`src/rtl/lsu_data_if.sv`:
```
// Load/store unit between the execute stage and the single-port data RAM.
// Word-aligned req/gnt/rvalid handshake, lane steering and load extension.
module lsu_data_if #(
    parameter int ADDR_WIDTH = 32
) (
    input  logic                  clk,
    input  logic                  rst_n,
    input  logic                  lsu_req,
    input  logic                  lsu_we,
    input  logic [2:0]            lsu_funct3,
    input  logic [ADDR_WIDTH-1:0] lsu_addr,
    input  logic [31:0]           lsu_wdata,
    output logic [31:0]           lsu_rdata,
    output logic                  lsu_done,
    output logic                  lsu_stall,
    output logic                  lsu_misaligned,
    output logic                  data_req,
    input  logic                  data_gnt,
    output logic [ADDR_WIDTH-1:0] data_addr,
    output logic                  data_we,
    output logic [3:0]            data_be,
    output logic [31:0]           data_wdata,
    input  logic                  data_rvalid,
    input  logic [31:0]           data_rdata
);

    typedef enum logic [1:0] {
        IDLE,
        REQ,
        WAIT,
        DONE
    } state_e;

    state_e                state_q, state_d;
    logic                  req_q, req_d;
    logic [ADDR_WIDTH-1:0] addr_q, addr_d;
    logic                  we_q, we_d;
    logic [3:0]            be_q, be_d;
    logic [31:0]           wdata_q, wdata_d;
    logic [31:0]           rdata_q, rdata_d;
    logic                  mis_q, mis_d;
    logic [1:0]            off_q, off_d;
    logic [2:0]            f3_q, f3_d;

    logic [1:0]            off;
    logic                  bad;
    logic [3:0]            be_c;
    logic [31:0]           wd_c;
    logic [31:0]           sh;
    logic [31:0]           ext;

    assign off = lsu_addr[1:0];

    // Decode request size into lane mask, replicated store data and legality
    always_comb begin
        be_c = 4'b0000;
        wd_c = 32'h0;
        bad  = 1'b1;
        unique case (lsu_funct3[1:0])
            2'b00: begin
                be_c = 4'b0001 << off;
                wd_c = {4{lsu_wdata[7:0]}};
                bad  = lsu_we & lsu_funct3[2];
            end
            2'b01: begin
                be_c = 4'b0011 << off;
                wd_c = {2{lsu_wdata[15:0]}};
                bad  = off[0] | (lsu_we & lsu_funct3[2]);
            end
            2'b10: begin
                be_c = 4'b1111;
                wd_c = lsu_wdata;
                bad  = (off != 2'b00) | lsu_funct3[2];
            end
            default: begin
                be_c = 4'b0000;
                wd_c = 32'h0;
                bad  = 1'b1;
            end
        endcase
    end

    assign sh = data_rdata >> {off_q, 3'b000};

    // Extend the addressed lane of the returned word
    always_comb begin
        ext = sh;
        unique case (f3_q)
            3'b000:  ext = {{24{sh[7]}}, sh[7:0]};
            3'b001:  ext = {{16{sh[15]}}, sh[15:0]};
            3'b100:  ext = {24'h0, sh[7:0]};
            3'b101:  ext = {16'h0, sh[15:0]};
            default: ext = sh;
        endcase
    end

    // Next-state and captured-access logic
    always_comb begin
        state_d = state_q;
        req_d   = req_q;
        addr_d  = addr_q;
        we_d    = we_q;
        be_d    = be_q;
        wdata_d = wdata_q;
        rdata_d = rdata_q;
        mis_d   = mis_q;
        off_d   = off_q;
        f3_d    = f3_q;
        unique case (state_q)
            IDLE: begin
                if (lsu_req) begin
                    rdata_d = 32'h0;
                    if (bad) begin
                        mis_d   = 1'b1;
                        state_d = DONE;
                    end else begin
                        mis_d   = 1'b0;
                        req_d   = 1'b1;
                        addr_d  = {lsu_addr[ADDR_WIDTH-1:2], 2'b00};
                        we_d    = lsu_we;
                        be_d    = be_c;
                        wdata_d = wd_c;
                        off_d   = off;
                        f3_d    = lsu_funct3;
                        state_d = REQ;
                    end
                end
            end
            REQ: begin
                if (data_gnt) begin
                    req_d   = 1'b0;
                    state_d = WAIT;
                end
            end
            WAIT: begin
                if (data_rvalid) begin
                    if (!we_q) begin
                        rdata_d = ext;
                    end
                    state_d = DONE;
                end
            end
            DONE: begin
                state_d = IDLE;
            end
            default: state_d = IDLE;
        endcase
    end

    // State and captured access registers
    always_ff @(posedge clk or negedge rst_n) begin
        if (!rst_n) begin
            state_q <= IDLE;
            req_q   <= 1'b0;
            addr_q  <= '0;
            we_q    <= 1'b0;
            be_q    <= 4'b0000;
            wdata_q <= 32'h0;
            rdata_q <= 32'h0;
            mis_q   <= 1'b0;
            off_q   <= 2'b00;
            f3_q    <= 3'b000;
        end else begin
            state_q <= state_d;
            req_q   <= req_d;
            addr_q  <= addr_d;
            we_q    <= we_d;
            be_q    <= be_d;
            wdata_q <= wdata_d;
            rdata_q <= rdata_d;
            mis_q   <= mis_d;
            off_q   <= off_d;
            f3_q    <= f3_d;
        end
    end

    assign lsu_done       = (state_q == DONE);
    assign lsu_misaligned = lsu_done & mis_q;
    assign lsu_stall      = lsu_req & ~lsu_done;
    assign lsu_rdata      = rdata_q;
    assign data_req       = req_q;
    assign data_addr      = addr_q;
    assign data_we        = we_q;
    assign data_be        = be_q;
    assign data_wdata     = wdata_q;

endmodule
```
`config.mk`:
```
export PLATFORM = sky130hd
export DESIGN_NAME = lsu_data_if
export DESIGN_NICKNAME = d
export VERILOG_FILES = /design/src/rtl/lsu_data_if.sv
export SDC_FILE = /design/constraint.sdc
export NUM_CORES = 1
export LEC_CHECK = 0
export CAP_MARGIN = 20
export CORE_MARGIN = 1.5
export CORE_UTILIZATION = 46
export DETAILED_ROUTE_END_ITERATION = 16
export PLACE_DENSITY = 0.83
export SYNTH_ARGS = -nofsm -noshare
export SYNTH_HDL_FRONTEND = slang
export SYNTH_SLANG_ARGS = --single-unit
```
`constraint.sdc`:
```
create_clock -name clk -period 2.8 [get_ports clk]
set_input_delay 0.56 -clock clk [delete_from_list [all_inputs] [get_ports clk]]
set_output_delay 0.56 -clock clk [all_outputs]
set_load 0.1 [all_outputs]
```
==> results.tsv, run 1 <==
stage	metric	value	unit
run_status	outcome	finished clean	
logic_synthesis	XOR/XNOR Area Share	0	
global_routing	GRT Util Overall	0.245	
global_routing	pin count of the biggest net entering global routing	79	
final_layout	# diodes	0	
critical_path	arrival time at the worst endpoint	2.61	ns
logic_synthesis	Mapped Cells	452	
worst_hold_path	Hold Path Class	input pin to asynchronous set/reset pin	
logic_synthesis	Synth warnings	0	
logic_synthesis	Yosys reg bits	108	
timing	Slew Viols, Final	0	
global_routing	total grt overflow	0	
timing	Fmax	0.431	GHz
global_routing	number of global-route vias before repair	4386	
critical_path	FF-to-FF End	lsu_rdata[31]	
critical_path	critical path depth in cells	6	
logic_synthesis	Synth logic family	multiplexers	
logic_synthesis	post-synthesis adder-cell area fraction	0.0124	
critical_path	Worst path top cell family by delay	simple AND/OR/NAND/NOR gates	
timing	fin crit share	0.828	
timing	RSZ-0062 raised after global routing	no	
timing	Min Clock Period, post-route	2.32	ns
critical_path	worst-path cell chain	inv_1, ha_1, and3b_1, nand2_4, nor3_1, a221o_1	
flow_run	Max-cap violations	0	
logic_synthesis	average cell area after synthesis	11.1	µm²
logic_synthesis	Compound-Gate Fraction of Synth Area	0.133	
clock_tree	Sinks on Clock Net	108	
routing	Vias/cell	5.38	
critical_path	Worst R2R Start	state_q[0]	
flow_run	Tool Warnings	30	
timing	TNS Setup	0	ns
timing	Worst Tran Pin Value	0.859	ns
timing	Final Skew	0.00551	ns
die	fp_density	0.468	
clock_tree	CTS tree	built	
clock_tree	clk latency late pin	0.36	ns
logic_synthesis	yosys cell count	452	
routing	Final ANT Viol Nets	0	
timing	# setup viols final	0	
logic_synthesis	Chip Area, Yosys	0.00503	mm²
final_layout	synthesis-to-finish area growth	43.1	%
clock_tree	clock tree buffer depth	2	
place	DP HPWL	10.7	mm
place	Port Buffers	207	
routing	drt first pass iters	4	
logic_synthesis	Synth mux share	0.189	
[run 1: cell usage after synthesis]
cell type,instances
a21oi_1,25
o21ai_1,10
a221o_1,16
mux2i_1,33
nand2b_1,2
or3_1,1
nand3b_1,8
conb_1,1
and2_1,1
nand2_4,1
a221oi_1,2
and3b_1,1
or2_2,1
a22oi_1,8
mux2_1,44
mux4_2,1
nor2_1,25
nor3b_2,1
nand2_1,51
nand3_1,2
nor4bb_1,1
buf_4,2
nor3_1,2
nor4_1,1
nor2b_1,3
buf_1,1
o21ai_0,48
clkbuf_1,19
dfrtp_1,108
o21bai_1,1
ha_1,5
buf_6,2
buf_2,10
mux2_2,9
o211ai_1,1
inv_1,5
[run 1: sequential cells by signal, indices dropped and copies added, names as in the netlist]
name        flops
lsu_rdata      32
data_wdata     32
mis_q           1
data_req        1
data_addr      30
off_q           2
state_q         2
data_we         1
data_be         4
f3_q            3
[run 1: how the worst max path moves through the flow]
| stage | end | from | slack [ns] |
|---|---|---|---|
| floorplan | lsu_misaligned | state_q[1] | 0.17 |
| global placement | data_addr[25] | lsu_addr[0] | 0.34 |
| detailed placement | data_addr[12] | lsu_addr[0] | 0.28 |
| CTS | lsu_rdata[31] | state_q[0] | 0.45 |
| global route | lsu_rdata[27] | state_q[0] | 0.34 |
| finish | lsu_rdata[31] | state_q[0] | 0.48 |
[run 1: worst register-to-register path, cell delays in order (launching register included)]
cell and delay [ns]:
dfrtp_1 0.42, inv_1 0.13, ha_1 0.28, and3b_1 0.28, nand2_4 0.15, nor3_1 0.73, a221o_1 0.27
[run 1: kinds of logic (layout without fill, tap and decap cells)]
kind of cell | after synthesis | after routing
AND-OR/OR-AND | 111 | 111
flip-flops | 108 | 108
AND/OR/NAND/NOR | 101 | 101
multiplexers | 87 | 87
buffers and inverters | 39 | 242
adder cells (fa/ha/maj) | 5 | 5
other | 1 | 2
[run 1: cell type report]
| type | instances | area (µm²) | area share |
|---|---|---|---|
| repair buffers | 221 | 1940 | 0.270 |
| clock buffers | 11 | 151 | 0.0210 |
| inverters | 5 | 18.8 | 0.00261 |
| well taps | 140 | 175 | 0.0243 |
| flip-flops and latches | 108 | 2700 | 0.375 |
| multi-input cells | 306 | 2180 | 0.302 |
| clock inverters | 5 | 36.3 | 0.00504 |
[run 1: per-layer routing]
metal / GRT usage / wire length [µm] / part of all wire
met1: 0.285 / 5280 / 0.38
met2: 0.426 / 7120 / 0.51
met3: 0.0763 / 1350 / 0.097
met4: 0.0846 / 254 / 0.018
met5: 0 / 0 / 0
[run 1: stage by stage]
| step | instance area, µm² | hold WS (ns) | setup slack [ns] | utilization |
|---|---|---|---|---|
| detailed placement | 7010 | 0.474 | 0.280 | 0.653 |
| global placement | 7010 | 0.466 | 0.337 | 0.653 |
| floorplan | 5040 | 0.264 | 0.166 | - |
| CTS | 7200 | 0.211 | 0.454 | 0.670 |
| finish | 7200 | 0.199 | 0.482 | 0.670 |
| global route | 7200 | 0.235 | 0.338 | 0.670 |
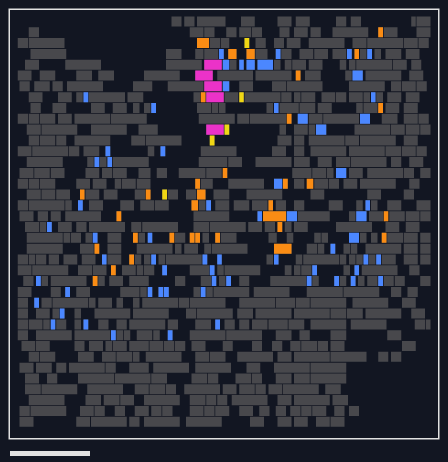
Fig. 1. Gate-type map (run 1).
Bar = 20 µm.
Key: magenta = fa/ha/maj cells [cells 5, most used ha_1, where top center]; yellow = inv cells [cells 5, most used inv_1]; orange = nor cells [cells 33, most used nor2_1]; blue = nand cells [cells 64, most used nand2_1]
Finished Layout Cells: 796
Commonest Layout Cell: buf_4
multi-input logic portion of the cell area: 0.302

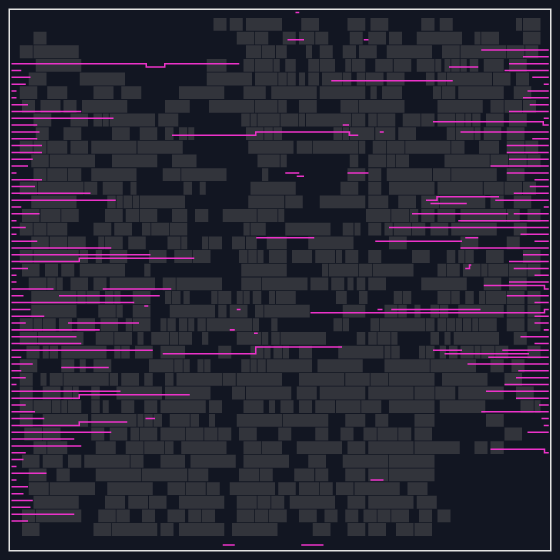
Fig. 2. Met3 routing (run 1).
The layer holds 9.7% of the routed length. The longest straight run is 46.5 µm. The layer carries 1350 µm of wire. 149 nets have wire on it.
met3 Use GR: 0.0763
Post-Route WL: 14.0 mm
DR vias: 4286

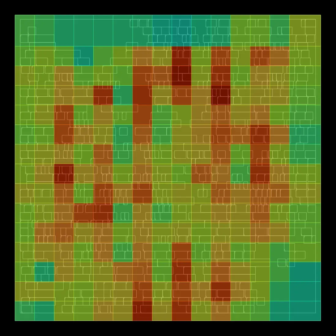
Fig. 3. Track usage over the die (run 1).
met1 Usage GRT: 0.285
WL per Instance: 17.6 µm

--- run 2 (diff from run 1) ---
Settings changed: CORE_UTILIZATION 46 to 39, PLACE_DENSITY 0.83 to 0.75.
Clock period 2.8 ns to 2.05 ns, I/O delays scaled along.
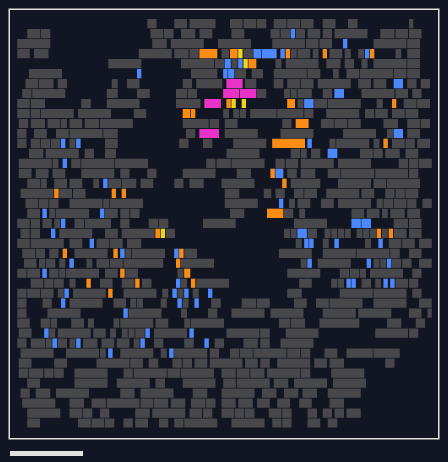
Fig. 4. Gate-type map (run 2).
Bar = 20 µm.
multi-input logic portion of the cell area: 0.287
Finished Layout Cells: 850

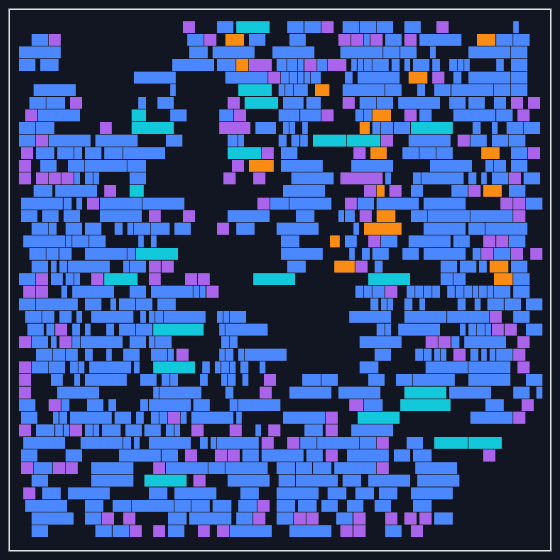
Fig. 5. Cells by drive strength (run 2).
Key: purple = x3 and x4 [cells 137, most used buf_4]; cyan = x6 and larger [cells 22]; orange = x2 [cells 18, most used mux2_2]; blue = x1 and smaller [cells 501, most used dfrtp_1]
post-route worst setup slack: 0.145 ns
synthesis-to-finish area growth: 52.1%
Non-Clock Buffer Count: 243

==> run 2 against run 1 <==
Sequential share of layout area is 2.2 points lower. Via count is 1.8% higher. Highest routed layer unchanged. Synthesized area stayed put. Cell area is 6.3% higher.
==> results.tsv, run 2 <==
stage	metric	value	unit	change
run_status	outcome	finished clean		unchanged
global_routing	pin count of the biggest net entering global routing	68		was 79
global_routing	total grt overflow	0		unchanged
global_routing	number of global-route vias before repair	4368		was 4386
timing	RSZ-0062 raised after global routing	no		unchanged
final_layout	Commonest Layout Cell	buf_4		unchanged
routing	DR vias	4362		was 4286
timing	Final Skew	0.00471	ns	was 0.00551 ns
logic_synthesis	yosys cell count	452		unchanged
logic_synthesis	main flop type	dfrtp_1		unchanged
logic_synthesis	ys async rst share	1.00		unchanged
flow_run	Tool Warnings	30		unchanged
logic_synthesis	average cell area after synthesis	11.1	µm²	unchanged
critical_path	critical path depth in cells	6		unchanged
timing	# setup viols final	0		unchanged
routing	WL per Instance	16.8	µm	was 17.6 µm
logic_synthesis	Chip Area, Yosys	0.00503	mm²	unchanged
place	Placed Area	0.00732	mm²	was 0.00701 mm²
logic_synthesis	Synth warnings	0		unchanged
clock_tree	CTS tree	built		unchanged
logic_synthesis	Mapped Cells	452		unchanged
logic_synthesis	top cells by count	dfrtp_1, nand2_1, o21ai_0, mux2_1, mux2i_1		unchanged
timing	fin crit share	0.929		
global_routing	GRT Util Overall	0.211		was 0.245
logic_synthesis	cell with the most instances after synthesis	dfrtp_1		unchanged
critical_path	worst-path cell chain	clkdlybuf4s50_1, mux4_2, nor2_1, nor4bb_4, buf_12, a221o_1		was inv_1, ha_1, and3b_1, nand2_4, nor3_1, a221o_1
routing	Vias/cell	5.13		was 5.38
logic_synthesis	number of enable flip-flop cells	0		unchanged
clock_tree	clk latency late pin	0.35	ns	was 0.36 ns
timing	Min Clock Period, post-route	1.91	ns	
worst_hold_path	Hold Path Class	input pin to asynchronous set/reset pin		unchanged
critical_path	Worst path top cell family by delay	buffers and inverters		was simple AND/OR/NAND/NOR gates
place	worst slack, placed	-0.263	ns	was 0.280 ns
timing	Worst Tran Pin Value	0.540	ns	was 0.859 ns
final_layout	post-route cell area	0.00766	mm²	was 0.00720 mm²
place	DP HPWL	10.8	mm	was 10.7 mm
routing	Final ANT Viol Nets	0		unchanged
clock_tree	clock tree buffer depth	2		unchanged
timing	Fmax	0.525	GHz	
flow_run	Max-cap violations	0		unchanged
logic_synthesis	Yosys reg bits	108		unchanged
final_layout	# diodes	0		unchanged
routing	Post-Route WL	14.3	mm	was 14.0 mm
die	fp_density	0.399		was 0.468
critical_path	Worst R2R Start	state_q[0]		unchanged
[run 2: cell counts after synthesis]
No cell type changed its count.
[run 2: metrics by stage]
| stage | setup TNS (ns) | std cells | hold slack (ns) | util |
|---|---|---|---|---|
| final | 0 | 850 | 0.0367 | 0.607 |
| after global routing | 0 | 850 | 0.0483 | 0.607 |
| after CTS | 0 | 850 | 0.0364 | 0.606 |
| after detailed placement | -12.15 | 834 | 0.412 | 0.580 |
| after global placement | -6.17 | 834 | 0.417 | 0.580 |
| after floorplan | 0 | 453 | 0.114 | - |
[run 2: final cells by class]
class	instances	area (µm²)
fill	1095	4960
sequential	108	2700
multi-input combinational	306	2200
timing repair buffer	243	2190
clock buffer	9	225
tap	172	215
clock inverter	7	98.8
inverter	5	18.8
[run 2: how the worst max path moves through the flow]
stage / endpoint / slack, ns
after floorplan: lsu_rdata[16] / 0.004
after global placement: data_addr[19] / -0.11
after detailed placement: lsu_rdata[26] / -0.26
after CTS: lsu_rdata[16] / 0.04
after global routing: lsu_rdata[26] / 0.02
final: lsu_rdata[26] / 0.14
[run 2: kinds of logic after synthesis]
logic type / after synthesis / synth area share
compound gates: 111 / 0.133
flops: 108 / 0.537
simple gates: 101 / 0.0922
mux: 87 / 0.189
buf+inv: 39 / 0.0361
fa+ha+maj: 5 / 0.0124
other cells: 1 / 0.000745
[run 2: timing repair]
action	in CTS	in global routing
gates resized	1	2
hold buffers	0	0
setup endpoints to repair	8	16
[run 2: metal layers]
metal | part of all wire | track usage | vias to the layer above | wire [µm]
li1 | - | - | 2046 | -
met1 | 0.40 | 0.251 | 2112 | 5790
met2 | 0.49 | 0.361 | 181 | 6990
met3 | 0.084 | 0.0623 | 23 | 1200
met4 | 0.023 | 0.0876 | 0 | 333
met5 | 0 | 0 | - | 0
